`src/rtl/fire2_pkg.sv`:
```
// Shared definitions for the weight ROM sequencer: FSM state encoding and
// default geometry of the weight store.
package fire2_pkg;

  localparam int DEF_ADDR   = 10;
  localparam int DEF_DEPTH  = 576;
  localparam int DEF_PASSES = 4;

  typedef enum logic [1:0] {
    ST_IDLE,
    ST_RUN,
    ST_DRAIN,
    ST_DONE
  } seq_state_e;

endpackage

```
`src/rtl/weight_rom_sequencer_if.sv`:
```
// Control/streaming bundle between a job controller (master) and the
// weight ROM sequencer (slave).
interface weight_rom_sequencer_if
  import fire2_pkg::*;
#(
  parameter int ADDR = DEF_ADDR
);
  logic            start;
  logic            abort;
  logic            stall;
  logic [ADDR-1:0] rom_address;
  logic            rom_valid;
  logic            rom_last;
  logic [7:0]      pass_idx;
  logic            busy;
  logic            done;

  modport master (
    output start, abort, stall,
    input  rom_address, rom_valid, rom_last, pass_idx, busy, done
  );

  modport slave (
    input  start, abort, stall,
    output rom_address, rom_valid, rom_last, pass_idx, busy, done
  );
endinterface

```
`src/rtl/weight_rom_sequencer_wrap_counter.sv`:
```
// Enabled up-counter that wraps to zero after MAX and flags the terminal
// count; clear has priority over enable.
module wrap_counter #(
  parameter int          WIDTH = 8,
  parameter int unsigned MAX   = 1
) (
  input  logic             clk,
  input  logic             rst_n,
  input  logic             clear,
  input  logic             en,
  output logic [WIDTH-1:0] count,
  output logic             tc
);

  assign tc = (count == WIDTH'(MAX));

  // NOTE: state registers use non-blocking (<=) so every flop samples the
  // pre-edge values; blocking here would create order-dependent races.
  always_ff @(posedge clk or negedge rst_n) begin
    if (!rst_n) begin
      count <= '0;
    end else if (clear) begin
      count <= '0;
    end else if (en) begin
      count <= tc ? '0 : count + WIDTH'(1);
    end
  end

endmodule

```
`src/rtl/weight_rom_sequencer.sv`:
```
// Replays DEPTH weight addresses PASSES times into an external registered
// ROM, with stall back-pressure, abort, and a one-cycle done pulse.
module weight_rom_sequencer
  import fire2_pkg::*;
#(
  parameter int ADDR   = DEF_ADDR,
  parameter int DEPTH  = DEF_DEPTH,
  parameter int PASSES = DEF_PASSES
) (
  input  logic                   clk,
  input  logic                   rst_n,
  weight_rom_sequencer_if.slave  bus
);

  seq_state_e      state;
  logic            rom_valid_q;
  logic            rom_last_q;
  logic            busy_q;
  logic            done_q;

  logic [ADDR-1:0] addr_q;
  logic [7:0]      pass_q;
  logic            addr_tc;
  logic            pass_tc;
  logic            issue;
  logic            final_word;
  logic            ctr_clear;

  // abort outside IDLE wins over stall, wrap and terminal transitions.
  assign issue      = (state == ST_RUN) && !bus.stall && !bus.abort;
  assign final_word = addr_tc && pass_tc;
  assign ctr_clear  = (state == ST_IDLE) || (state == ST_DONE) || bus.abort;

  wrap_counter #(
    .WIDTH (ADDR),
    .MAX   (DEPTH - 1)
  ) u_addr_ctr (
    .clk   (clk),
    .rst_n (rst_n),
    .clear (ctr_clear),
    .en    (issue && !final_word),
    .count (addr_q),
    .tc    (addr_tc)
  );

  wrap_counter #(
    .WIDTH (8),
    .MAX   (PASSES - 1)
  ) u_pass_ctr (
    .clk   (clk),
    .rst_n (rst_n),
    .clear (ctr_clear),
    .en    (issue && addr_tc && !pass_tc),
    .count (pass_q),
    .tc    (pass_tc)
  );

  always_ff @(posedge clk or negedge rst_n) begin
    if (!rst_n) begin
      state       <= ST_IDLE;
      rom_valid_q <= 1'b0;
      rom_last_q  <= 1'b0;
      busy_q      <= 1'b0;
      done_q      <= 1'b0;
    end else if (bus.abort && state != ST_IDLE) begin
      state       <= ST_IDLE;
      rom_valid_q <= 1'b0;
      rom_last_q  <= 1'b0;
      busy_q      <= 1'b0;
      done_q      <= 1'b0;
    end else begin
      case (state)
        ST_IDLE: begin
          if (bus.start && !bus.abort) begin
            state  <= ST_RUN;
            busy_q <= 1'b1;
          end
        end
        ST_RUN: begin
          // Valid trails issue by one cycle to line up with the ROM read.
          rom_valid_q <= issue;
          if (issue && final_word) begin
            state      <= ST_DRAIN;
            rom_last_q <= 1'b1;
          end
        end
        ST_DRAIN: begin
          state       <= ST_DONE;
          rom_valid_q <= 1'b0;
          rom_last_q  <= 1'b0;
          done_q      <= 1'b1;
        end
        ST_DONE: begin
          state  <= ST_IDLE;
          done_q <= 1'b0;
          busy_q <= 1'b0;
        end
        default: state <= ST_IDLE;
      endcase
    end
  end

  assign bus.rom_address = addr_q;
  assign bus.pass_idx    = pass_q;
  assign bus.rom_valid   = rom_valid_q;
  assign bus.rom_last    = rom_last_q;
  assign bus.busy        = busy_q;
  assign bus.done        = done_q;

endmodule
```
`src/flat_wrapper.sv`:
```
// flat-port wrapper written by rule: the top's interface ports become plain ports
module weight_rom_sequencer_flat import fire2_pkg::*;
#(
  parameter int ADDR   = DEF_ADDR,
  parameter int DEPTH  = DEF_DEPTH,
  parameter int PASSES = DEF_PASSES
)
  (clk, rst_n, bus_start, bus_abort, bus_stall, bus_rom_address, bus_rom_valid, bus_rom_last, bus_pass_idx, bus_busy, bus_done);
  weight_rom_sequencer_if #(.ADDR(ADDR)) bus_i ();
  input  logic clk;
  input  logic rst_n;
  input wire logic [$bits(bus_i.start)-1:0] bus_start;
  input wire logic [$bits(bus_i.abort)-1:0] bus_abort;
  input wire logic [$bits(bus_i.stall)-1:0] bus_stall;
  output wire logic [$bits(bus_i.rom_address)-1:0] bus_rom_address;
  output wire logic [$bits(bus_i.rom_valid)-1:0] bus_rom_valid;
  output wire logic [$bits(bus_i.rom_last)-1:0] bus_rom_last;
  output wire logic [$bits(bus_i.pass_idx)-1:0] bus_pass_idx;
  output wire logic [$bits(bus_i.busy)-1:0] bus_busy;
  output wire logic [$bits(bus_i.done)-1:0] bus_done;
  assign bus_i.start = bus_start;
  assign bus_i.abort = bus_abort;
  assign bus_i.stall = bus_stall;
  assign bus_rom_address = bus_i.rom_address;
  assign bus_rom_valid = bus_i.rom_valid;
  assign bus_rom_last = bus_i.rom_last;
  assign bus_pass_idx = bus_i.pass_idx;
  assign bus_busy = bus_i.busy;
  assign bus_done = bus_i.done;
  weight_rom_sequencer #(.ADDR(ADDR), .DEPTH(DEPTH), .PASSES(PASSES)) u_core (.clk(clk), .rst_n(rst_n), .bus(bus_i));
endmodule
```
`config.mk`:
```
export PLATFORM = sky130hd
export DESIGN_NAME = weight_rom_sequencer_flat
export DESIGN_NICKNAME = d
export VERILOG_FILES = /design/src/rtl/fire2_pkg.sv /design/src/rtl/weight_rom_sequencer_if.sv /design/src/rtl/weight_rom_sequencer_wrap_counter.sv /design/src/rtl/weight_rom_sequencer.sv /design/src/flat_wrapper.sv
export SDC_FILE = /design/constraint.sdc
export NUM_CORES = 1
export LEC_CHECK = 0
export CAP_MARGIN = 20
export CORE_MARGIN = 4
export CORE_UTILIZATION = 50
export DETAILED_ROUTE_END_ITERATION = 8
export GPL_ROUTABILITY_DRIVEN = 0
export PLACE_DENSITY = 0.76
export SLEW_MARGIN = 20
export SYNTH_ARGS = -nofsm -noshare
export SYNTH_HDL_FRONTEND = slang
export SYNTH_SLANG_ARGS = --single-unit
```
`constraint.sdc`:
```
create_clock -name clk -period 2.4 [get_ports clk]
set_input_delay 0.6 -clock clk [delete_from_list [all_inputs] [get_ports clk]]
set_output_delay 0.6 -clock clk [all_outputs]
set_load 0.01 [all_outputs]
```
**Placed cells, one color a class**

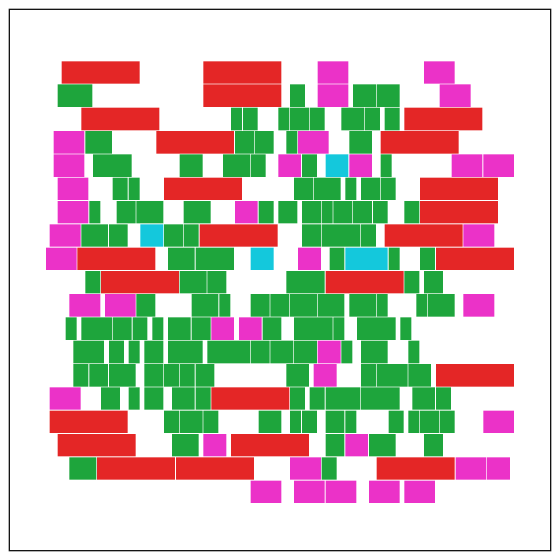
[clock drivers and dummy loads] cyan | cells: 4 | share of their area: 1.9%
[all other logic] green | cells: 135 | share of their area: 47%
[flip-flops] red | cells: 24 | share of their area: 32%
[other buffers and delay cells] magenta | cells: 37 | share of their area: 18%
core area: 0.002829 mm2
fin area: 0.001903 mm2
Seq/total area: 31.56%
num rows: 19

**Signal wires by layer**

Scale bar: 20 um.
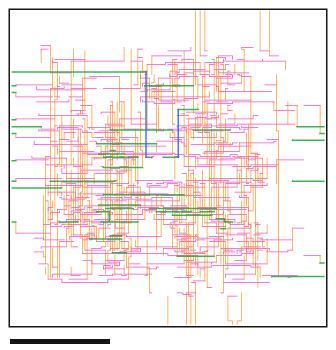
[met4] blue | wire length: 26.5 um
[met3] green | wire length: 260 um
[met1] magenta | wire length: 1,720 um
[met2] orange | wire length: 1,830 um

**Wiring heat map**

Scale bar: 20 um. The die is cut into 13 by 13 equal tiles; dark blue is low, red is high, scaled to the fullest tile. Values are wire area over tile area, all layers added.
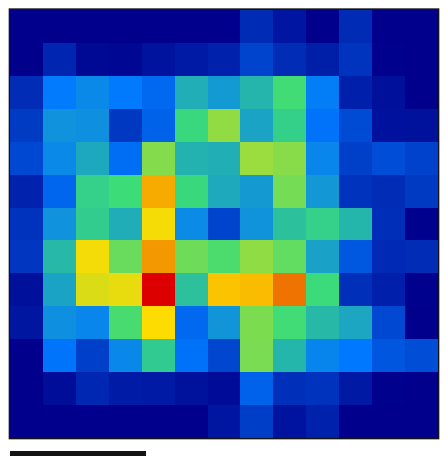
tiles over half the peak: 15%
mean over tiles: 0.16
fullest tile: 0.64
emptiest ninth of the die: upper right
densest ninth of the die: center
nearly empty tiles: 19%

==> results.toml <==
# synthesis and place-and-route metrics
[clock_network]
postCtsSetupBuffers = 0
cts_num_sinks = 24

[timing]
hold_violations = 0
slew_violations = 0
clock.fmax_mhz = 435.7
timing.clock.skew_ns = 0.002106

[outcome]
status = "finished, final reports clean"

[routing]
postRouteAntennaNets = 0

[run]
maxCapViolations = 0
warnings = 29

[power_and_ir_drop]
switchingPower_w = 0.0004517

[place]
postPlaceCellArea_mm2 = 0.001867

[layout]
layout.cells.most_common = "clkdlybuf4s50_1"
regMostFlops = "u_core.u_addr_ctr.count"
buffer_area_share_pct = 18.01
nNetsFinal = 212

[yosys]
synthArstFlopShare_pct = 100.0
ys_warn_count = 0

[hold_path]
hp-class = "register to register"

[worst_setup_path]
reg2reg_to = "u_core.u_pass_ctr.count[0]$_DFFE_PN0P_"
timing_worst_setup_path_type = "register to register"

[global_route]
grtUsageTotal_pct = 20.61
==> per-layer routing <==
metal,up-vias,GRT usage [%],share of wire (%)
li1,719,-,-
met1,734,27.91,45
met2,70,33.33,48
met3,4,4.263,6.8
met4,0,5.510,0.68
met5,-,0,0
==> logic make-up (layout without fill, tap and decap cells) <==
group                      Yosys count  count (layout)  synth area share [%]
AOI/OAI and AO/OA                   49              49                 21.80
buffers and inverters               15              48                 3.716
DFF                                 24              24                 39.64
adders and majority gates            6               6                 4.954
muxes                                2               2                 1.486
xor gates and xnor gates             1               1                0.5781
and+or+nand+nor                     70              70                 27.83
==> critical path, stage by stage (launching register included) <==
cell     delay [ns]
dfrtp_1        0.44
inv_1          0.12
ha_1           0.22
or3b_1         0.40
or4b_4         0.54
or3_1          0.36
a21oi_1        0.15
